$ cat config.mk
export PLATFORM = sky130hd
export DESIGN_NAME = rs232_tx_engine
export DESIGN_NICKNAME = d
export VERILOG_FILES = /design/src/rtl/rs232_pkg.sv /design/src/rtl/rs232_baud_tick.sv /design/src/rtl/rs232_tx_engine.sv
export SDC_FILE = /design/constraint.sdc
export NUM_CORES = 1
export LEC_CHECK = 0
export CORE_MARGIN = 2
export CORE_UTILIZATION = 45
export CTS_CLUSTER_SIZE = 24
export DETAILED_ROUTE_END_ITERATION = 6
export PLACE_DENSITY_LB_ADDON = 0.05
export SLEW_MARGIN = 20
export SYNTH_ARGS = -nofsm -noshare
export SYNTH_HDL_FRONTEND = slang
export SYNTH_SLANG_ARGS = --single-unit
$ cat constraint.sdc
create_clock -name clk -period 2.5 [get_ports clk]
set_input_delay 0.5 -clock clk [delete_from_list [all_inputs] [get_ports clk]]
set_output_delay 0.5 -clock clk [all_outputs]
set_load 0.005 [all_outputs]
$ cat src/rtl/rs232_pkg.sv
// Shared definitions for the RS-232 transmit/receive blocks: state encoding,
// parity modes and line idle level.
package rs232_pkg;

   typedef enum logic [4:0] {
      ST_IDLE   = 5'b00001,
      ST_START  = 5'b00010,
      ST_DATA   = 5'b00100,
      ST_PARITY = 5'b01000,
      ST_STOP   = 5'b10000
   } tx_state_t;

   localparam int PARITY_NONE = 0;
   localparam int PARITY_EVEN = 1;
   localparam int PARITY_ODD  = 2;

   localparam logic TXD_IDLE = 1'b1;

   // Even parity is the XOR of the data bits; odd parity is its complement.
   function automatic logic parity_bit(input logic [7:0] data, input int mode);
      return (^data) ^ (mode == PARITY_ODD);
   endfunction

endpackage

$ cat src/rtl/rs232_baud_tick.sv
// Bit-period timer: counts CLKS_PER_BIT cycles while enabled and pulses bit_end
// on the last cycle of each bit. Shared by the transmitter and receiver.
module rs232_baud_tick #(
   parameter int CLKS_PER_BIT = 16
) (
   input  logic clk,
   input  logic reset_n,
   input  logic enable,
   input  logic restart,
   output logic bit_end
);

   localparam int CW = (CLKS_PER_BIT > 1) ? $clog2(CLKS_PER_BIT) : 1;
   localparam logic [CW-1:0] LAST = CW'(CLKS_PER_BIT - 1);

   logic [CW-1:0] cnt_reg;

   always_ff @(posedge clk or negedge reset_n) begin
      if (!reset_n) begin
         cnt_reg <= '0;
      end else if (restart || !enable || cnt_reg == LAST) begin
         cnt_reg <= '0;
      end else begin
         cnt_reg <= cnt_reg + CW'(1);
      end
   end

   assign bit_end = enable && (cnt_reg == LAST);

endmodule

$ cat src/rtl/rs232_tx_engine.sv
// RS-232 transmitter: one-byte holding buffer behind a valid/ready handshake,
// framing start, 8 data bits LSB first, optional parity and 1 or 2 stop bits.
module rs232_tx_engine
   import rs232_pkg::*;
#(
   parameter int CLKS_PER_BIT = 16,
   parameter int PARITY_MODE  = 0,
   parameter int STOP_BITS    = 1
) (
   input  logic       clk,
   input  logic       reset_n,
   input  logic [7:0] tx_data,
   input  logic       tx_valid,
   output logic       tx_ready,
   output logic       txd,
   output logic       tx_busy
);

   localparam logic STOP_LAST = 1'(STOP_BITS - 1);

   tx_state_t  state_reg, state_next;
   logic [7:0] shift_reg, shift_next;
   logic [7:0] buf_reg, buf_next;
   logic       buf_full_reg, buf_full_next;
   logic       parity_reg, parity_next;
   logic [2:0] bit_cnt_reg, bit_cnt_next;
   logic       stop_cnt_reg, stop_cnt_next;
   logic       txd_reg, txd_next;
   logic       tx_ready_reg;
   logic       tx_busy_reg;
   logic       load;
   logic       bit_end;

   rs232_baud_tick #(
      .CLKS_PER_BIT(CLKS_PER_BIT)
   ) u_baud (
      .clk    (clk),
      .reset_n(reset_n),
      .enable (state_reg != ST_IDLE),
      .restart(load),
      .bit_end(bit_end)
   );

   always_comb begin
      state_next    = state_reg;
      shift_next    = shift_reg;
      buf_next      = buf_reg;
      buf_full_next = buf_full_reg;
      parity_next   = parity_reg;
      bit_cnt_next  = bit_cnt_reg;
      stop_cnt_next = stop_cnt_reg;
      txd_next      = txd_reg;
      load          = 1'b0;

      case (state_reg)
         ST_IDLE: begin
            txd_next = TXD_IDLE;
            if (buf_full_reg) load = 1'b1;
         end
         ST_START: begin
            if (bit_end) begin
               state_next   = ST_DATA;
               txd_next     = shift_reg[0];
               bit_cnt_next = '0;
            end
         end
         ST_DATA: begin
            if (bit_end) begin
               if (bit_cnt_reg == 3'd7) begin
                  if (PARITY_MODE != PARITY_NONE) begin
                     state_next = ST_PARITY;
                     txd_next   = parity_reg;
                  end else begin
                     state_next    = ST_STOP;
                     txd_next      = TXD_IDLE;
                     stop_cnt_next = 1'b0;
                  end
               end else begin
                  shift_next   = {1'b0, shift_reg[7:1]};
                  txd_next     = shift_reg[1];
                  bit_cnt_next = bit_cnt_reg + 3'd1;
               end
            end
         end
         ST_PARITY: begin
            if (bit_end) begin
               state_next    = ST_STOP;
               txd_next      = TXD_IDLE;
               stop_cnt_next = 1'b0;
            end
         end
         ST_STOP: begin
            if (bit_end) begin
               if (stop_cnt_reg == STOP_LAST) begin
                  // A waiting byte starts its frame with no idle gap.
                  if (buf_full_reg) load = 1'b1;
                  else state_next = ST_IDLE;
               end else begin
                  stop_cnt_next = stop_cnt_reg + 1'b1;
               end
            end
         end
         default: begin
            state_next = ST_IDLE;
            txd_next   = TXD_IDLE;
         end
      endcase

      if (load) begin
         state_next    = ST_START;
         shift_next    = buf_reg;
         parity_next   = parity_bit(buf_reg, PARITY_MODE);
         buf_full_next = 1'b0;
         txd_next      = 1'b0;
      end

      // Ready is low whenever the buffer is full, so this never collides with a load.
      if (tx_valid && tx_ready_reg) begin
         buf_next      = tx_data;
         buf_full_next = 1'b1;
      end
   end

   always_ff @(posedge clk or negedge reset_n) begin
      if (!reset_n) begin
         state_reg    <= ST_IDLE;
         shift_reg    <= '0;
         buf_reg      <= '0;
         buf_full_reg <= 1'b0;
         parity_reg   <= 1'b0;
         bit_cnt_reg  <= '0;
         stop_cnt_reg <= 1'b0;
         txd_reg      <= TXD_IDLE;
         tx_ready_reg <= 1'b0;
         tx_busy_reg  <= 1'b0;
      end else begin
         state_reg    <= state_next;
         shift_reg    <= shift_next;
         buf_reg      <= buf_next;
         buf_full_reg <= buf_full_next;
         parity_reg   <= parity_next;
         bit_cnt_reg  <= bit_cnt_next;
         stop_cnt_reg <= stop_cnt_next;
         txd_reg      <= txd_next;
         tx_ready_reg <= !buf_full_next;
         tx_busy_reg  <= (state_next != ST_IDLE) || buf_full_next;
      end
   end

   assign tx_ready = tx_ready_reg;
   assign txd      = txd_reg;
   assign tx_busy  = tx_busy_reg;

endmodule

==> changes_impl.md <==
### Implementation results

* Fa+ha+maj area frac at 2.29%
* Largest class: sequential cells
* Routed Antenna Nets at 0
* Logic share of the area at 41.4%
* Flop count at 32
* Post-Place Worst Slack at 0.430 ns
* Mean Syn Cell Area at 12.2 µm²
* P per Cell Area at 1050 nW/µm²
* CP max stage delay at 0.43 ns
* WP buf/inv at 0
* Max-cap violations at 0
* Post-Synth XOR/XNOR Area at 1.60%
* Combinational group share of total power at 35.0%
* Initial antenna violation count at 0
* WL met3 at 108 µm
* Distinct lib cells used at 44
* CP endpoint kind: flop
* Sequential power at 0.000887 W
* Post-cts sizing count at 0
* Die Y at 64.4 µm
* Worst Skew at 0.00519 ns
* Die area at 4140 µm²
* Clock buf count at 6
* GP Congestion at 0.768
* Psw at 0.000599 W
* Tmin final at 2.08 ns
* Status: complete, no violations
* WHS Path Cells at 1
* Remaining DRCs at 0
* Syn-to-layout area delta at 13.9%
* DRT iter0 DRCs at 122
* Non-clock buffer share at 7.77%
* Post-synthesis cell type with the largest instance count: dfrtp_1
* First-pass GRT wire length at 5.15 mm
* Final setup violation count at 0
* Flop2flop setup slack at 0.42 ns
* Seq pwr share at 45.2%
* Internal cell power at 0.00136 W
* Post-CTS Setup Bufs at 0
* Comb. pwr at 0.000686 W
* R2R depth at 6
* TritonCTS Buffers at 5
* Post-synth top area share at 45.8%
* Combinational gate count at 92
* Yosys stat area at 1640 µm²
* Crit path arrival time at 2.29 ns
* Tool warnings at 26
* Clock buf/inv share at 4.09%
* Critical path depth at 6
* Fp util at 48.0%
* N_diodes at 0
* Seq. cell area at 803 µm²
* Slew of the pin with the lowest slew margin at 0.477 ns
## cells in the final DEF (no fill, tap or decap), types with 2 or more instances in the layout
master / Yosys / final
nor2_1: 7 / 7
o21ai_0: 3 / 3
xor2_1: 2 / 2
clkdlybuf4s50_1: 0 / 13
a21oi_1: 2 / 2
a22oi_1: 2 / 2
buf_4: 2 / 2
mux2_2: 15 / 15
mux2i_1: 3 / 3
clkbuf_4: 0 / 5
o21ai_1: 2 / 2
inv_1: 3 / 3
nor3_2: 2 / 2
nand3_1: 9 / 9
mux2_4: 7 / 7
dfrtp_1: 30 / 30
nand2_1: 6 / 6
and3_1: 4 / 4
ha_1: 3 / 3
o2bb2ai_1: 3 / 3
dfstp_2: 2 / 2
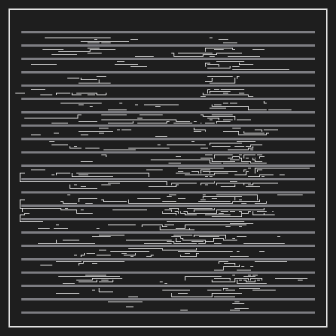
**Above:** metal 1.
Supply wires on this layer in gray.
The longest straight run is 29.9 µm. 149 nets have wire on it.

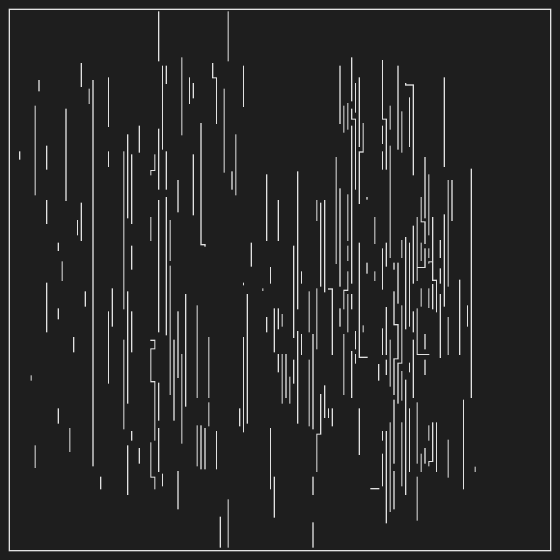
**Above:** the metal 2 layer.
139 nets have wire on it. The longest straight run is 45.9 µm. The layer holds 47% of the routed length.

Power and IR drop assume default switching activity.
